### Pin map

Drawn at 8 px/um. Pins as bars across the die edge, other pins in grey.
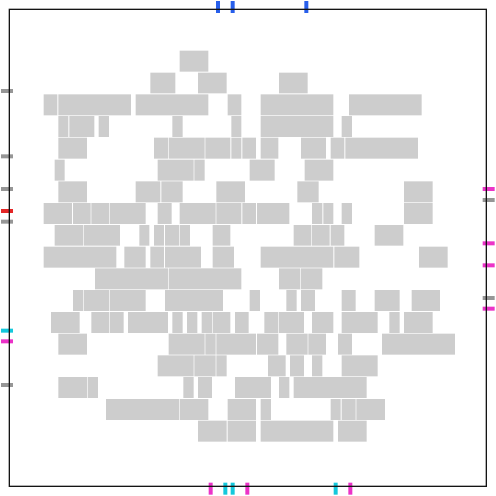
### Register map, names as in the netlist

Drawn at 4 px/um. Other sequential cells in the stronger grey, the rest of the logic in the fainter grey.
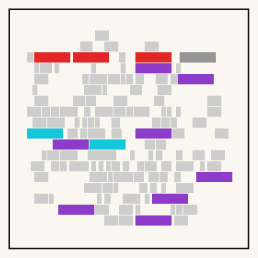
`src/rtl/adder_result_accumulator_if.sv`:
```
// Valid/ready bundle between the 4-bit adder, the result accumulator and its consumer.
interface adder_result_accumulator_if #(
    parameter int ACC_W = 8,
    parameter int CNT_W = 3
);
    logic             in_valid;
    logic             in_ready;
    logic [3:0]       sum;
    logic             carry;
    logic             out_valid;
    logic             out_ready;
    logic [ACC_W-1:0] acc_out;
    logic             ovf;
    logic [CNT_W-1:0] cnt;

    modport master (
        output in_valid, sum, carry, out_ready,
        input  in_ready, out_valid, acc_out, ovf, cnt
    );

    modport slave (
        input  in_valid, sum, carry, out_ready,
        output in_ready, out_valid, acc_out, ovf, cnt
    );
endinterface

```
`src/rtl/adder_result_accumulator.sv`:
```
// Accumulates COUNT {carry,sum} adder results into an ACC_W-bit total and
// offers the batch total downstream on a valid/ready port.
//
// state | meaning
// IDLE  | waiting for the first result of a batch
// ACCUM | batch partially collected, adding further results
// DONE  | batch total held on acc_out until out_ready
module adder_result_accumulator #(
    parameter int ACC_W = 8,
    parameter int COUNT = 4,
    parameter int CNT_W = 3
) (
    input  logic clk,
    input  logic rst,
    adder_result_accumulator_if.slave bus
);

    typedef enum logic [1:0] {
        IDLE  = 2'd0,
        ACCUM = 2'd1,
        DONE  = 2'd2
    } state_t;

    state_t           state, state_nxt;
    logic [ACC_W-1:0] acc, acc_nxt;
    logic             ovf_r, ovf_nxt;
    logic [CNT_W-1:0] cnt_r, cnt_nxt;

    logic [ACC_W:0]   value;
    logic [ACC_W:0]   sum_wide;
    logic [CNT_W-1:0] cnt_inc;
    logic             accept;

    // Extra top bit of the add carries the wrap indication into ovf.
    assign value    = {{(ACC_W-4){1'b0}}, bus.carry, bus.sum};
    assign sum_wide = {1'b0, acc} + value;
    assign cnt_inc  = cnt_r + CNT_W'(1);
    assign accept   = bus.in_valid && (state != DONE);

    always_ff @(posedge clk or posedge rst) begin
        if (rst) begin
            state <= IDLE;
            acc   <= '0;
            ovf_r <= 1'b0;
            cnt_r <= '0;
        end else begin
            state <= state_nxt;
            acc   <= acc_nxt;
            ovf_r <= ovf_nxt;
            cnt_r <= cnt_nxt;
        end
    end

    always_comb begin
        state_nxt = state;
        acc_nxt   = acc;
        ovf_nxt   = ovf_r;
        cnt_nxt   = cnt_r;
        unique case (state)
            IDLE: begin
                if (accept) begin
                    acc_nxt   = value[ACC_W-1:0];
                    cnt_nxt   = CNT_W'(1);
                    ovf_nxt   = 1'b0;
                    state_nxt = (COUNT == 1) ? DONE : ACCUM;
                end
            end
            ACCUM: begin
                if (accept) begin
                    acc_nxt = sum_wide[ACC_W-1:0];
                    ovf_nxt = ovf_r | sum_wide[ACC_W];
                    cnt_nxt = cnt_inc;
                    if (cnt_inc == CNT_W'(COUNT)) begin
                        state_nxt = DONE;
                    end
                end
            end
            DONE: begin
                if (bus.out_ready) begin
                    acc_nxt   = '0;
                    ovf_nxt   = 1'b0;
                    cnt_nxt   = '0;
                    state_nxt = IDLE;
                end
            end
            default: state_nxt = IDLE;
        endcase
    end

    // Handshake outputs depend on state alone, never on in_valid/out_ready.
    assign bus.in_ready  = (state != DONE);
    assign bus.out_valid = (state == DONE);
    assign bus.acc_out   = acc;
    assign bus.ovf       = ovf_r;
    assign bus.cnt       = cnt_r;

endmodule

```
`src/flat_wrapper.sv`:
```
// flat-port wrapper written by rule: the top's interface ports become plain ports
module adder_result_accumulator_flat 
#(
    parameter int ACC_W = 8,
    parameter int COUNT = 4,
    parameter int CNT_W = 3
)
  (clk, rst, bus_in_valid, bus_sum, bus_carry, bus_out_ready, bus_in_ready, bus_out_valid, bus_acc_out, bus_ovf, bus_cnt);
  adder_result_accumulator_if #(.ACC_W(ACC_W), .CNT_W(CNT_W)) bus_i ();
  input  logic clk;
  input  logic rst;
  input wire logic [$bits(bus_i.in_valid)-1:0] bus_in_valid;
  input wire logic [$bits(bus_i.sum)-1:0] bus_sum;
  input wire logic [$bits(bus_i.carry)-1:0] bus_carry;
  input wire logic [$bits(bus_i.out_ready)-1:0] bus_out_ready;
  output wire logic [$bits(bus_i.in_ready)-1:0] bus_in_ready;
  output wire logic [$bits(bus_i.out_valid)-1:0] bus_out_valid;
  output wire logic [$bits(bus_i.acc_out)-1:0] bus_acc_out;
  output wire logic [$bits(bus_i.ovf)-1:0] bus_ovf;
  output wire logic [$bits(bus_i.cnt)-1:0] bus_cnt;
  assign bus_i.in_valid = bus_in_valid;
  assign bus_i.sum = bus_sum;
  assign bus_i.carry = bus_carry;
  assign bus_i.out_ready = bus_out_ready;
  assign bus_in_ready = bus_i.in_ready;
  assign bus_out_valid = bus_i.out_valid;
  assign bus_acc_out = bus_i.acc_out;
  assign bus_ovf = bus_i.ovf;
  assign bus_cnt = bus_i.cnt;
  adder_result_accumulator #(.ACC_W(ACC_W), .COUNT(COUNT), .CNT_W(CNT_W)) u_core (.clk(clk), .rst(rst), .bus(bus_i));
endmodule
```
`config.mk`:
```
export PLATFORM = sky130hd
export DESIGN_NAME = adder_result_accumulator_flat
export DESIGN_NICKNAME = d
export VERILOG_FILES = /design/src/rtl/adder_result_accumulator_if.sv /design/src/rtl/adder_result_accumulator.sv /design/src/flat_wrapper.sv
export SDC_FILE = /design/constraint.sdc
export NUM_CORES = 1
export LEC_CHECK = 0
export CAP_MARGIN = 20
export CORE_MARGIN = 3
export CORE_UTILIZATION = 35
export DETAILED_ROUTE_END_ITERATION = 6
export PLACE_DENSITY_LB_ADDON = 0.2
export SLEW_MARGIN = 10
export SYNTH_ARGS = -nofsm -noshare
export SYNTH_HDL_FRONTEND = slang
export SYNTH_SLANG_ARGS = --single-unit
```
`constraint.sdc`:
```
create_clock -name clk -period 2.73 [get_ports clk]
set_clock_uncertainty 0.15 [all_clocks]
set_input_delay 0.4095 -clock clk [delete_from_list [all_inputs] [get_ports clk]]
set_output_delay 0.4095 -clock clk [all_outputs]
set_load 0.03 [all_outputs]
```
==> flow_summary_export.csv <==
group,metric,value,unit
clock_tree,cts-resized-gates,0,
yosys,synthesis.instances,109,
power_and_ir_drop,leakage,0.571,nW
power_and_ir_drop,seq_power,0.346,mW
power_and_ir_drop,clkPwrFrac,0.120,
placed_design,io_buffers,22,
final_timing,fmax,435,MHz
yosys,syn_area_per_cell,9.17,um^2
global_route,grt_pass1_wl,3770,um
min_path,worst_hold_path_type,"input pin to async pin",
yosys,edf_count,0,
setup_path,critPathMaxStageDelay,0.67,ns
yosys,synth-main-ff-cell,"dfrtp_1",
power_and_ir_drop,powerClk,0.156,mW
power_and_ir_drop,p_seq_frac,0.265,
yosys,top_cell_area_share,0.350,
flow_run,tool_warnings,30,
route,finalWirelength,2210,um
final_timing,fin_setup_tns,0,ns
status,status,"finished clean",
final_timing,timing.final.hold_violations,0,
global_route,busiest_layer,"met2",
cells_and_area,fin_nets,155,
floorplan,floorplan.core_util,0.386,
yosys,synthTopCellsByCount,"dfrtp_1, nand2_1, ha_1",
yosys,numSynthFlops,14,
setup_path,cp_top_family,"buffers and inverters",
route,num_vias,867,
setup_path,cpMostUsedCell,"inv_1",
final_timing,fin_crit_sh,0.842,
yosys,most_common_cell,"dfrtp_1",
setup_path,crit_required,2.17,ns
clock_tree,clock-root-buffer,"clkbuf_4",
clock_tree,post_cts_buffers,0,
final_timing,final_max_slew_viol_count,0,
final_timing,setup_violations,0,
flow_run,drv_cap,0,
cells_and_area,comb_area,597,um^2
clock_tree,hold_buffers,0,
power_and_ir_drop,p_sw,0.615,mW
global_route,grt.total_usage,0.142,
route,drt-initial-drc-count,13,
clock_tree,clock_path_buffers,2,
cells_and_area,seq_area,350,um^2
route,postRouteAntennaNets,0,
final_timing,slew_headroom,0.616,
cells_and_area,n_all_buffers,22,
cells_and_area,ff_count,14,
cells_and_area,antenna_cells,0,
cells_and_area,drive_above_1_share,0.105,
placed_design,dpl.hpwl,1700,um
power_and_ir_drop,p_comb,0.803,mW
cells_and_area,comb_share,0.468,
route,drc,0,
setup_path,critPathBufInv,3,
global_route,first_global_vias,811,
setup_path,crit_chain,"inv_1, ha_1, inv_1, clkdlybuf4s50_1",
cells_and_area,fill_cells,259,
setup_path,critPathMaxFanout,4,
floorplan,die-area,0.00353,mm^2
cells_and_area,final_area,0.00127,mm^2
global_route,globalRouteMet1Util,0.197,
placed_design,dp_cells,159,
clock_tree,path_clk_slew,0.10,ns
global_route,grt-ovfl-total,0,
power_and_ir_drop,p_sw_frac,0.471,
placed_design,dpl_cell_area,0.00124,mm^2
route,route.met2.wl,934,um
power_and_ir_drop,p_comb_frac,0.615,
route,vias_per_cell,5.32,
setup_path,critical_path_class,"register to primary output",
yosys,ys_types,38,
yosys,async_flop_share,1.00,
clock_tree,h-tree-depth,1,
floorplan,io_pins,23,
setup_path,worstSetupEndpointType,"primary output",
power_and_ir_drop,powerDensity,1020,mW/mm^2
global_route,grt_antenna_before_repair,0,
cells_and_area,syn_to_final_growth,27.5,%
cells_and_area,largest_register_ff_count,8,
yosys,fp_nets,130,
final_timing,rsz0062_at_grt,"false",
setup_path,start_kind,"register",
final_timing,fin_crit,2.30,ns
setup_path,critical_path.slowest_cell,"clkdlybuf4s50_1",
cells_and_area,buffer_area_frac,0.173,
About 'Pin map':
[cyan] `bus_sum` | pins: 4 | direction: input | edge: 3 bottom, 1 left
[magenta] `bus_acc_out` | pins: 8 | direction: output | edge: 4 right, 3 bottom, 1 left
[blue] `bus_cnt` | pins: 3 | direction: output | edge: top
[red] `bus_in_valid` | pins: 1 | direction: input | edge: left
all pins by edge: 8 left, 6 bottom, 6 right, 3 top

About 'Register map, names as in the netlist':
[purple] `u_core.bus.acc_out` | placed flops: 8
[cyan] `u_core.state` | placed flops: 2
[red] `u_core.bus.cnt` | placed flops: 3

[final timing paths]
kind                                                    from                           endpoint  slack, ns  cells past startpoint
setup / recovery                 u_core.state[0]$_DFFE_PP0P_                       bus_in_ready       0.43                      4
max in group asynchronous                                rst      u_core.bus.cnt[1]$_DFFE_PP0P_       1.73                      2
min in group clk           u_core.bus.acc_out[4]$_DFFE_PP0P_  u_core.bus.acc_out[4]$_DFFE_PP0P_       0.38                      2
setup reg to reg           u_core.bus.acc_out[1]$_DFFE_PP0P_  u_core.bus.acc_out[5]$_DFFE_PP0P_       0.60                      6
hold / removal                                           rst  u_core.bus.acc_out[2]$_DFFE_PP0P_       0.31                      2
hold reg to reg            u_core.bus.acc_out[4]$_DFFE_PP0P_  u_core.bus.acc_out[4]$_DFFE_PP0P_       0.38                      2
[cells in the final DEF (no fill, tap or decap), types with 2 or more instances in the layout]
| master | netlist | routed |
|---|---|---|
| clkdlybuf4s50_1 | 0 | 22 |
| dfrtp_1 | 14 | 14 |
| nand2_1 | 12 | 12 |
| ha_1 | 11 | 11 |
| inv_1 | 9 | 9 |
| o21ai_0 | 8 | 8 |
| nor2_1 | 8 | 8 |
| a21oi_1 | 7 | 7 |
| o21ai_2 | 4 | 4 |
| o21a_1 | 3 | 3 |
| clkbuf_4 | 0 | 3 |
| o31a_1 | 2 | 2 |
| nand3_1 | 2 | 2 |
| a31oi_1 | 2 | 2 |
| a211oi_1 | 2 | 2 |
[kinds of logic after synthesis]
family | share of synthesized area
DFF | 0.350
and+or+nand+nor | 0.176
adders and majority gates | 0.158
muxes | 0.0113
buffers and inverters | 0.0526
xor gates and xnor gates | 0.00876
AOI/OAI and AO/OA | 0.243
Power figures rest on the tool's default switching activity, not on a simulated workload.
